==> config.mk <==
export PLATFORM = sky130hd
export DESIGN_NAME = seq_add_multiplier_flat
export DESIGN_NICKNAME = d
export VERILOG_FILES = /design/src/rtl/seq_mul_pkg.sv /design/src/rtl/seq_add_multiplier_if.sv /design/src/rtl/mul_ctrl.sv /design/src/rtl/seq_add_multiplier.sv /design/src/flat_wrapper.sv
export SDC_FILE = /design/constraint.sdc
export NUM_CORES = 1
export LEC_CHECK = 0
export ABC_AREA = 1
export CAP_MARGIN = 20
export CORE_AREA = 2 2 101 103
export DETAILED_ROUTE_END_ITERATION = 8
export DIE_AREA = 0 0 103 105
export PLACE_DENSITY = 0.53
export SYNTH_ARGS = -nofsm -noshare
export SYNTH_HDL_FRONTEND = slang
export SYNTH_SLANG_ARGS = --single-unit
==> constraint.sdc <==
create_clock -name clk -period 1.7 [get_ports clk]
set_clock_uncertainty 0.15 [all_clocks]
set_input_delay 0.34 -clock clk [delete_from_list [all_inputs] [get_ports clk]]
set_output_delay 0.34 -clock clk [all_outputs]
set_load 0.02 [all_outputs]
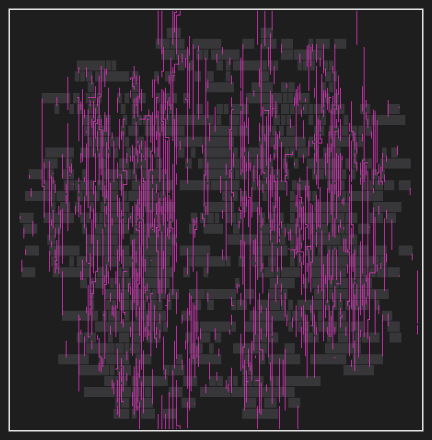
m2.png
Drawn at 4 px/µm. Cells faint in the background.
share of all routed wire: 48%
nets with wire on the layer: 483
total wire length: 9600 µm
total number of vias: 3389
met2 Resource Use GR: 29.1%

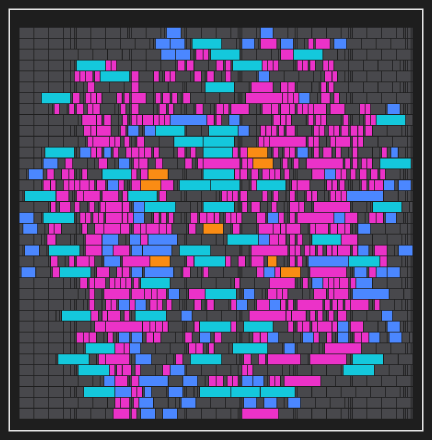
class_map.png
Drawn at 4 px/µm. Fill, decap, tap and diode cells in grey.
| class | colour | cells |
|---|---|---|
| registers | cyan | 51 |
| clock drivers and dummy loads | orange | 8 |
| remaining buffers and delay cells | blue | 96 |
| remaining logic cells | magenta | 457 |
core area: 9640 µm²
row count: 36
Final Instance Area: 4850 µm²

==> out/qor.csv <==
stage,metric,value,unit
power_and_ir_drop,part of the power in registers,25.9,%
hold_path,Hold/Removal Path Class,reg2reg,
power_and_ir_drop,Power Density,1610,nW/µm²
cts,CTS sink cnt,51,
synthesis,sequential area share after synthesis,30.9,%
global_routing,vias in the first global route,3303,
critical_path,critical path's slowest cell,sky130_fd_sc_hd__dfxtp_4,
final_timing,post-layout min period,1710,ps
routing,vias per cell,4.55,
cts,maximum buffer depth of the clock tree,2,
final_timing,Total Negative Setup Slacks,-8.23,ps
power_and_ir_drop,P_seq,2.02,mW
floorplanning,total I/O pin count,36,
critical_path,worst setup path category,reg2reg,
job,count of warning messages emitted by the tools,28,
cts,clock latency of the later-clocked register in the worst-skew pair,310,ps
finish,nets@finish,647,
final_timing,f_max,585,MHz
power_and_ir_drop,switching part of the total power,45.3,%
synthesis,Flops after synth,51,
power_and_ir_drop,net switching power figure,3.54,mW
synthesis,synth cell count leaders,"sky130_fd_sc_hd__nand2_1 (134), sky130_fd_sc_hd__inv_1 (82), sky130_fd_sc_hd__nor2_1 (61)",
critical_path,peak fanout along the critical path,3,
synthesis,Syn Nets,557,
final_timing,Final setup viols,1,
synthesis,Yosys cell types,30,
cts,Worst-path clk slew,100,ps
cts,TritonCTS clock tree,done,
routing,violation tally from detailed-route iteration zero,98,
critical_path,"slowest stage delay, CP",370,ps
cts,count of instances resized after the clock tree is built,41,
synthesis,netlist area before placement,3300,µm²
outcome,result of the run,"complete, but fails checks",
global_routing,number of antenna violations at the first check in global routing,0,
critical_path,Setup crit start kind,flip-flop,
floorplanning,Chip Area,10800,µm²
synthesis,primary flip-flop cell chosen by synthesis mapping,sky130_fd_sc_hd__dfxtp_1,
routing,Routed Antenna Nets,0,
critical_path,register-to-register setup slack,-8,ps
synthesis,YS chip area,3300,µm²
floorplanning,width of the die,103,µm
power_and_ir_drop,Int Pwr,4.27,mW
global_routing,met3 routing resource usage after global routing,3.61,%
floorplanning,Starting Density,34.2,%
global_routing,met1 global-route usage,22.3,%
synthesis,number of standard cells reported by yosys,521,
finish,layout overhead on the synthesized area,47.0,%
finish,layout cells sized above 1,28.6,%
final_timing,number of pins with negative max-slew slack in the final report,0,
cts,buffer type at the clock tree root,sky130_fd_sc_hd__clkbuf_8,
outcome,violated checks,negative setup slack,
power_and_ir_drop,leakage power total,2.32,nW
final_timing,unrepaired setup endpoints after global routing,yes,
floorplanning,height of the chip,105,µm
synthesis,portion of synthesized cell area occupied by the leading cell type,30.9,%
finish,total inserted antenna cells,0,
power_and_ir_drop,IR Drop Worst-Case VDD,1.10,mV
routing,DRT Pass-1 Iters,4,
synthesis,post-synth tally of flip-flops with integrated enable,0,
critical_path,depth of the worst register-to-register path,7,
critical_path,arrival time at the worst endpoint,1770,ps
cts,count of H-tree levels built during CTS,2,
synthesis,number of cells produced by synthesis,521,
final_timing,Worst slew margin,76.3,%
hold_path,WHS Path Cells,2,
critical_path,cells along the critical path,ha_4 > fa_2 > nand3_2 > nand3_4 > a21oi_2 > xor2_1 > a21oi_1,
critical_path,endpoint class of the critical path,flip-flop,
synthesis,Synthesis Warnings,0,
cts,number of buffers added by the clock tree synthesis step,5,
synthesis,top cell type by instance count after synthesis,sky130_fd_sc_hd__nand2_1,
final_timing,worst-case setup margin in the final layout,-8.23,ps
final_timing,hold violation total from the final report,0,
placed_design,number of buffers inserted by port buffering,35,
power_and_ir_drop,combinational share of power,63.6,%
synthesis,synth top area cells,"sky130_fd_sc_hd__dfxtp_1 (31%), sky130_fd_sc_hd__nand2_1 (15%), sky130_fd_sc_hd__inv_1 (9.3%), sky130_fd_sc_hd__nor2_1 (6.9%), sky130_fd_sc_hd__nand3_1 (6.5%)",
cts,CTS Hold Bufs,0,
power_and_ir_drop,Clk network pwr share,10.5,%
power_and_ir_drop,heaviest power group,combinational cells,
routing,Remaining DRCs,0,
final_timing,worst hold slack,309,ps
final_timing,post-route fraction of the period consumed by the critical path,100,%
power_and_ir_drop,total power,7.82,mW
global_routing,busiest grt layer,met2,
final_timing,transition time at the pin with the least slew margin,356,ps
global_routing,wire length of the first global-routing pass,15100,µm
-- metrics by stage --
stage          utilization (%)  worst slack, ps  std cells
6_report                  50.3            -8.23        745
2_1_floorplan                -            0.195        521
4_1_cts                   46.1            -20.6        736
3_3_place_gp              42.6            -48.8        718
5_1_grt                   50.3            -95.8        745
3_5_place_dp              42.6            -74.7        718
-- placed cells by master (no fill, tap or decap), drive strengths merged --
cell type	synthesis	routed
buf	6	59
fa	1	1
clkdlybuf4s15	0	1
nand4	3	3
clkdlybuf4s50	0	18
xnor2	8	8
xor2	7	7
o21ai	33	33
nor2	68	68
dlygate4sd2	0	14
or3	1	1
or2	1	1
dfxtp	51	51
ha	16	16
o21a	2	2
inv	84	85
nand3	44	44
nor3	9	9
nand3b	2	2
a211oi	1	1
clkbuf	7	11
a21oi	38	38
a21boi	1	1
nand2	138	138
-- metal layers --
layer,vias to the layer above,part of all wire (%)
li1,1811,-
met1,1494,45
met2,69,48
met3,15,4.6
met4,0,1.8
met5,-,0
-- layout make-up --
| cell class | count | area, µm² |
|---|---|---|
| fill | 972 | 4790 |
| multi-input combinational | 373 | 2290 |
| sequential | 51 | 1060 |
| timing repair buffer | 96 | 920 |
| inverter | 84 | 315 |
| tap | 133 | 166 |
| clock buffer | 7 | 96.3 |
| clock inverter | 1 | 6.26 |
-- critical path: cells and delay by family, from the launching register on --
| kind | cells | cell delay [ps] |
|---|---|---|
| and+or+nand+nor | 2 | 180 |
| DFF | 1 | 370 |
| xor gates and xnor gates | 1 | 150 |
| AOI/OAI and AO/OA | 2 | 220 |
| adders and majority gates | 2 | 530 |
-- logic make-up after synthesis --
logic type | share of synthesized area, %
fa+ha+maj | 6.67
compound gates | 11.9
flops | 30.9
buf+inv | 12.0
xor+xnor | 3.98
simple gates | 34.5
Power and IR drop assume default switching activity.
